Figure 1. Sequential cells grouped by signal name.
Bar = 100 um. Other sequential cells in the stronger grey, the rest of the logic in the fainter grey.
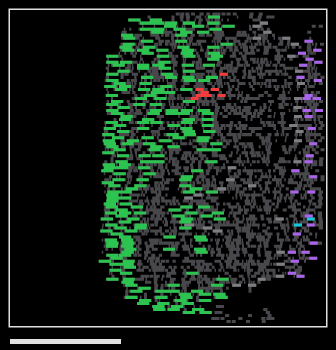
Figure 2. Placed cells, one colour a class.
Bar = 100 um.
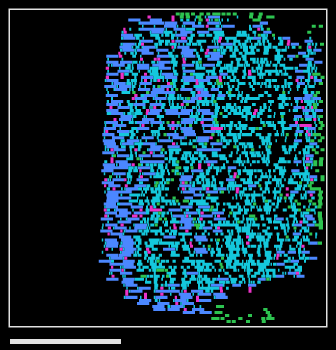
--- config.mk ---
export PLATFORM = sky130hd
export DESIGN_NAME = cpu_core_param_flat
export DESIGN_NICKNAME = d
export VERILOG_FILES = /design/src/rtl/cpu_core_param_if.sv /design/src/rtl/cpu_core_param.sv /design/src/flat_wrapper.sv
export SDC_FILE = /design/constraint.sdc
export NUM_CORES = 1
export LEC_CHECK = 0
export CORE_UTILIZATION = 30
export CTS_BUF_LIST = sky130_fd_sc_hd__clkbuf_4
export DETAILED_ROUTE_END_ITERATION = 10
export SKIP_CTS_REPAIR_TIMING = 1
export SLEW_MARGIN = 0
export SYNTH_ARGS = -nofsm -noshare
export SYNTH_HDL_FRONTEND = slang
export SYNTH_SLANG_ARGS = --single-unit
--- constraint.sdc ---
create_clock -name i_clock -period 6.7 [get_ports i_clock]
set_input_delay 1.005 -clock i_clock [delete_from_list [all_inputs] [get_ports i_clock]]
set_output_delay 1.005 -clock i_clock [all_outputs]
set_load 0.01 [all_outputs]
--- src/rtl/cpu_core_param_if.sv ---
// Memory bus between the core (master) and the system memory (slave).
// One request outstanding at a time; the slave completes it by raising mem_ready.
interface cpu_core_param_if #(
  parameter int unsigned DATA_W = 32,
  parameter int unsigned ADDR_W = 32
);
  logic              mem_req;
  logic              mem_we;
  logic [ADDR_W-1:0] mem_addr;
  logic [DATA_W-1:0] mem_wdata;
  logic [DATA_W-1:0] mem_rdata;
  logic              mem_ready;

  modport master (
    output mem_req, mem_we, mem_addr, mem_wdata,
    input  mem_rdata, mem_ready
  );

  modport slave (
    input  mem_req, mem_we, mem_addr, mem_wdata,
    output mem_rdata, mem_ready
  );
endinterface

--- src/rtl/cpu_core_param.sv ---
// Parametrised multi-cycle CPU core: FETCH -> EXEC (-> MEM) -> FETCH, with a HALT sink.
// Registers carry a zero flag each; a ready-handshaked memory port tolerates wait states.
module cpu_core_param #(
  parameter int unsigned       DATA_W   = 32,
  parameter int unsigned       ADDR_W   = 32,
  parameter int unsigned       NREGS    = 8,
  parameter logic [ADDR_W-1:0] RESET_PC = '0
) (
  input  logic             i_clock,
  input  logic             i_reset,
  cpu_core_param_if.master bus,
  output logic             o_halted
);

  // Working width for sub-word manipulation so DATA_W=16 can still address bits [31:16].
  localparam int unsigned XW = (DATA_W > 32) ? DATA_W : 32;

  localparam logic [5:0] OpAdd  = 6'd1;
  localparam logic [5:0] OpSub  = 6'd2;
  localparam logic [5:0] OpAnd  = 6'd3;
  localparam logic [5:0] OpOr   = 6'd4;
  localparam logic [5:0] OpXor  = 6'd5;
  localparam logic [5:0] OpLi   = 6'd6;
  localparam logic [5:0] OpSt   = 6'd7;
  localparam logic [5:0] OpLd   = 6'd8;
  localparam logic [5:0] OpJmp  = 6'd9;
  localparam logic [5:0] OpBz   = 6'd10;
  localparam logic [5:0] OpHalt = 6'd63;

  typedef enum logic [1:0] {StFetch, StExec, StMem, StHalt} state_e;

  state_e            r_state, w_next_state;
  logic [ADDR_W-1:0] r_pc, w_pc_d;
  logic [31:0]       r_ir;
  logic [DATA_W-1:0] r_regs [NREGS];
  logic [NREGS-1:0]  r_flags;

  logic [5:0]  w_op;
  logic [2:0]  w_ra, w_rb, w_rd;
  logic        w_hl;
  logic [15:0] w_imm;

  assign w_op  = r_ir[5:0];
  assign w_ra  = r_ir[8:6];
  assign w_rb  = r_ir[11:9];
  assign w_rd  = r_ir[14:12];
  assign w_hl  = r_ir[15];
  assign w_imm = r_ir[31:16];

  logic [DATA_W-1:0] w_ra_val, w_rb_val, w_rd_val;
  logic              w_ra_flag;

  // Register/flag read ports; indices with no backing register read as zero, flag clear.
  always_comb begin
    w_ra_val  = '0;
    w_rb_val  = '0;
    w_rd_val  = '0;
    w_ra_flag = 1'b0;
    for (int unsigned i = 0; i < NREGS; i++) begin
      if (w_ra == 3'(i)) begin
        w_ra_val  = r_regs[i];
        w_ra_flag = r_flags[i];
      end
      if (w_rb == 3'(i)) w_rb_val = r_regs[i];
      if (w_rd == 3'(i)) w_rd_val = r_regs[i];
    end
  end

  logic [XW-1:0]     w_li_tmp;
  logic [DATA_W-1:0] w_li_hi;
  logic [XW-1:0]     w_rdata_ext;

  // LI with hl=1 replaces bits [31:16] of rd and keeps the rest.
  always_comb begin
    w_li_tmp        = XW'(w_rd_val);
    w_li_tmp[31:16] = w_imm;
  end
  assign w_li_hi     = w_li_tmp[DATA_W-1:0];
  assign w_rdata_ext = XW'(bus.mem_rdata);

  logic              w_ir_load;
  logic              w_req, w_we, w_halt;
  logic [ADDR_W-1:0] w_addr;
  logic [DATA_W-1:0] w_wdata;
  logic              w_wr_en;
  logic [DATA_W-1:0] w_wr_val;

  // Next-state, datapath control and bus outputs.
  always_comb begin
    w_next_state = r_state;
    w_pc_d       = r_pc;
    w_ir_load    = 1'b0;
    w_req        = 1'b0;
    w_we         = 1'b0;
    w_addr       = r_pc;
    w_wdata      = '0;
    w_halt       = 1'b0;
    w_wr_en      = 1'b0;
    w_wr_val     = '0;
    unique case (r_state)
      StFetch: begin
        w_req = 1'b1;
        if (bus.mem_ready) begin
          w_ir_load    = 1'b1;
          w_pc_d       = r_pc + ADDR_W'(1);
          w_next_state = StExec;
        end
      end
      StExec: begin
        w_next_state = StFetch;
        case (w_op)
          OpAdd: begin w_wr_en = 1'b1; w_wr_val = w_ra_val + w_rb_val; end
          OpSub: begin w_wr_en = 1'b1; w_wr_val = w_ra_val - w_rb_val; end
          OpAnd: begin w_wr_en = 1'b1; w_wr_val = w_ra_val & w_rb_val; end
          OpOr:  begin w_wr_en = 1'b1; w_wr_val = w_ra_val | w_rb_val; end
          OpXor: begin w_wr_en = 1'b1; w_wr_val = w_ra_val ^ w_rb_val; end
          OpLi: begin
            w_wr_en  = 1'b1;
            w_wr_val = w_hl ? w_li_hi : DATA_W'(w_imm);
          end
          OpSt, OpLd: w_next_state = StMem;
          OpJmp:      w_pc_d = ADDR_W'(w_imm);
          OpBz:       if (w_ra_flag) w_pc_d = ADDR_W'(w_imm);
          OpHalt:     w_next_state = StHalt;
          default: ;
        endcase
      end
      StMem: begin
        w_req  = 1'b1;
        w_addr = ADDR_W'(w_ra_val);
        if (w_op == OpSt) begin
          w_we    = 1'b1;
          w_wdata = w_rb_val;
        end
        if (bus.mem_ready) begin
          w_next_state = StFetch;
          if (w_op == OpLd) begin
            w_wr_en  = 1'b1;
            w_wr_val = bus.mem_rdata;
          end
        end
      end
      StHalt:  w_halt = 1'b1;
      default: w_next_state = StFetch;
    endcase
    // Outputs are forced quiet while reset is held, independent of the stale state.
    if (i_reset) begin
      w_req   = 1'b0;
      w_we    = 1'b0;
      w_wdata = '0;
      w_halt  = 1'b0;
    end
  end

  assign bus.mem_req   = w_req;
  assign bus.mem_we    = w_we;
  assign bus.mem_addr  = w_addr;
  assign bus.mem_wdata = w_wdata;
  assign o_halted      = w_halt;

  // State, PC and instruction register.
  always_ff @(posedge i_clock) begin
    if (i_reset) begin
      r_state <= StFetch;
      r_pc    <= RESET_PC;
      r_ir    <= '0;
    end else begin
      r_state <= w_next_state;
      r_pc    <= w_pc_d;
      if (w_ir_load) r_ir <= w_rdata_ext[31:0];
    end
  end

  // Register file and zero flags; writes to indices without a register match nothing.
  always_ff @(posedge i_clock) begin
    if (i_reset) begin
      for (int unsigned i = 0; i < NREGS; i++) r_regs[i] <= '0;
      r_flags <= '0;
    end else if (w_wr_en) begin
      for (int unsigned i = 0; i < NREGS; i++) begin
        if (w_rd == 3'(i)) begin
          r_regs[i]  <= w_wr_val;
          r_flags[i] <= (w_wr_val == '0);
        end
      end
    end
  end

endmodule
--- src/flat_wrapper.sv ---
// flat-port wrapper written by rule: the top's interface ports become plain ports
module cpu_core_param_flat 
#(
  parameter int unsigned       DATA_W   = 32,
  parameter int unsigned       ADDR_W   = 32,
  parameter int unsigned       NREGS    = 8,
  parameter logic [ADDR_W-1:0] RESET_PC = '0
)
  (i_clock, i_reset, o_halted, bus_mem_req, bus_mem_we, bus_mem_addr, bus_mem_wdata, bus_mem_rdata, bus_mem_ready);
  cpu_core_param_if #(.DATA_W(DATA_W), .ADDR_W(ADDR_W)) bus_i ();
  input  logic i_clock;
  input  logic i_reset;
  output logic o_halted;
  output wire logic [$bits(bus_i.mem_req)-1:0] bus_mem_req;
  output wire logic [$bits(bus_i.mem_we)-1:0] bus_mem_we;
  output wire logic [$bits(bus_i.mem_addr)-1:0] bus_mem_addr;
  output wire logic [$bits(bus_i.mem_wdata)-1:0] bus_mem_wdata;
  input wire logic [$bits(bus_i.mem_rdata)-1:0] bus_mem_rdata;
  input wire logic [$bits(bus_i.mem_ready)-1:0] bus_mem_ready;
  assign bus_mem_req = bus_i.mem_req;
  assign bus_mem_we = bus_i.mem_we;
  assign bus_mem_addr = bus_i.mem_addr;
  assign bus_mem_wdata = bus_i.mem_wdata;
  assign bus_i.mem_rdata = bus_mem_rdata;
  assign bus_i.mem_ready = bus_mem_ready;
  cpu_core_param #(.DATA_W(DATA_W), .ADDR_W(ADDR_W), .NREGS(NREGS), .RESET_PC(RESET_PC)) u_core (.i_clock(i_clock), .i_reset(i_reset), .bus(bus_i), .o_halted(o_halted));
endmodule
==> impl_metrics.ini <==
; flow metrics
[place]
placedCellCount = 3738
gp_congestion = 0.9939
place_ws_ps = 16.94
io_buffers = 101
hpwlAfterDp_um = 71400
placed_area_mm2 = 0.02628

[route]
routed_wl_um = 101000
drc = 0
antenna_left = 0
drt_pass1_iterations = 5
routed_via_density = 5.906
vias = 23020
wire_per_inst_um = 25.91
dr.first_iter.drc_count = 2999

[final_layout]
design_area_mm2 = 0.02750
stdcell_count = 3898
syn_to_final_growth_pct = 14.27
nets = 2918
layout_top_cells = nor2_1 (415), edfxtp_1 (256), a21oi_1 (220), nand2_1 (197), clkbuf_4 (121)
post-route-util_pct = 34.75
lay_top_count = nor2_1
drive_gt1_share_pct = 14.14

[sta]
whs_ps = 505.2
worst-slew-pin-transition_ps = 1276
clock_skew_ps = 65.63
fin_crit_ps = 6474
setup_viol = 0
final_hold_viol_count = 0
drv_slew = 0
slew_headroom_pct = 14.95
fmax_mhz = 154.5
setup_slack_ps = 225.9
fin_crit_sh_pct = 96.63
rsz0062_at_grt = no
setup_tns_ps = 0

[status]
status = finished, final reports clean

[global_route]
antenna_found_initial = 2
grt_start_max_net_pins = 66
grt_pass1_vias = 21590
grt_util_all_layers_pct = 24.11
grt_pass1_wl_um = 146700
gr-total-overflow = 0

[run]
warnings = 63
drv_cap = 0

[critical_path]
crit_arrival_ps = 7240
cp-end-kind = register
required_ps = 7470
cp_max_fo = 13
critPathKind = register to register
worstSetupStartpointType = register
reg2reg_slack_ps = 230

[logic_synthesis]
fp_nets = 2844
yosys_warnings = 0
ys_sh_adder_pct = 5.335
synth.area.top_cells = edfxtp_1 (32%), nor2_1 (6.5%), dfxtp_1 (6.2%), ha_1 (5.3%), a21oi_1 (4.6%)
syn_inst = 2707
xor_share_pct = 2.148
synth_chip_area_mm2 = 0.02406
syn_area_per_cell_um2 = 8.889
ys_seq_share_pct = 38.11
synthSimpleGateAreaFrac_pct = 18.69
ys_cells = 2707
aoi_share_pct = 22.49
synth_top_area_share_pct = 31.95
topCombFamilyByArea = AND-OR/OR-AND gates
yosys.area.top_type = edfxtp_1
synth_cell_types = 111
async_reset_ff_share_pct = 0
muxShareOfSynthArea_pct = 7.483
ff_type = edfxtp_1
ys.flops = 330
synth-edff-count = 256
syn-cell-area_mm2 = 0.02406

[floorplanning]
die_h_um = 285.2
io_pins = 102
die_w_um = 285.2
fp-row-count = 103
chipArea_mm2 = 0.08134
coreArea_mm2 = 0.07913
initial_core_util_pct = 30.41

[power_and_ir_drop]
p_clk_share_pct = 32.3
pg_seq_mw = 2.36
p_seq_share_pct = 40.2
p_leak_nw = 10.04
p_per_area_mw_per_mm2 = 214.0
powerComb_mw = 1.62
combinationalPowerShare_pct = 27.5
power_leader = registers
net-switching-power_mw = 2.089
p_total_mw = 5.883
ir_drop_v = 0.0001014
switching_share_pct = 35.51
clk-power_mw = 1.90
intPower_mw = 3.794

[clock_tree]
clkTransAtPathRegs_ps = 70
clk_latency_ps = 880
cts_tree = done
cts-root-buf = clkbuf_4
cts.path.max_buffers = 3
htreeDepth = 3
cts_buffers = 89
cts_sinks = 330

[hold_path]
hp-class = register to register
Back to the opening pictures, Figure 1:
Key: `u_core.r_pc` = purple [flops 32, where a column on the right]; `u_core.r_flags` = red [flops 8]; `u_core.r_regs` = green [flops 256]; `u_core.r_state` = cyan [flops 2]

Back to the opening pictures, Figure 2:
Key: flip-flops = blue [cells 330, share of their area 35%]; other buffers and delay cells = green [cells 205, share of their area 6.9%]; clock drivers and dummy loads = magenta [cells 154, share of their area 4.4%]; all other logic = cyan [cells 2155, share of their area 54%]

registers in the layout, summed over array words and instances (netlist names):
signal          cells
u_core.r_ir        32
u_core.r_flags      8
u_core.r_regs     256
u_core.r_state      2
u_core.r_pc        32
final cells by class:
class	count	area (um^2)
fill	8246	51630
clock inverter	33	234.0
multi-input combinational	2041	13600
clock buffer	121	908.4
inverter	114	430.4
antenna	4	10.01
sequential	330	9188
timing repair buffer	205	1809
tap	1050	1314
per-layer routing:
metal / global-route usage (%) / wire (um)
met5: 0 / 0
met4: 12.02 / 5200
met3: 4.720 / 11240
met2: 37.45 / 44430
met1: 31.86 / 40110
Yosys cell counts, types with 29 or more instances:
cell,count
a21oi_1,220
a221oi_1,44
a22o_1,45
a22oi_1,59
buf_2,44
clkbuf_1,145
dfxtp_1,74
edfxtp_1,256
ha_1,101
inv_1,104
mux2_2,29
mux2i_1,85
nand2_1,197
nand2b_1,31
nand3_1,40
nor2_1,416
nor2b_1,44
nor3_1,49
o21a_1,29
o21ai_0,102
xnor2_1,39
worst paths after layout:
kind / cells past startpoint / endpoint / startpoint
min reg2reg: 2 / u_core.r_flags[2] / u_core.r_flags[2]
max: 24 / u_core.r_flags[1] / u_core.r_ir[9]
min: 2 / u_core.r_flags[2] / u_core.r_flags[2]
max reg2reg: 24 / u_core.r_flags[1] / u_core.r_ir[9]
critical path: stages, from the launching register on:
cell and delay [ps]:
dfxtp_2 350, buf_4 210, nor2b_1 300, a221o_1 410
a22oi_2 200, ha_1 230, and4_1 250, nand4_1 270
or3_1 520, nor3_4 240, nand2_2 190, o21ai_2 160
xnor2_1 100, ha_1 420, and3_1 200, and2_1 190
a22o_1 200, a311oi_2 370, a21oi_1 150, nor3_1 240
o311ai_1 170, a2111oi_2 530, nand3_2 110, buf_4 200
o31ai_2 180
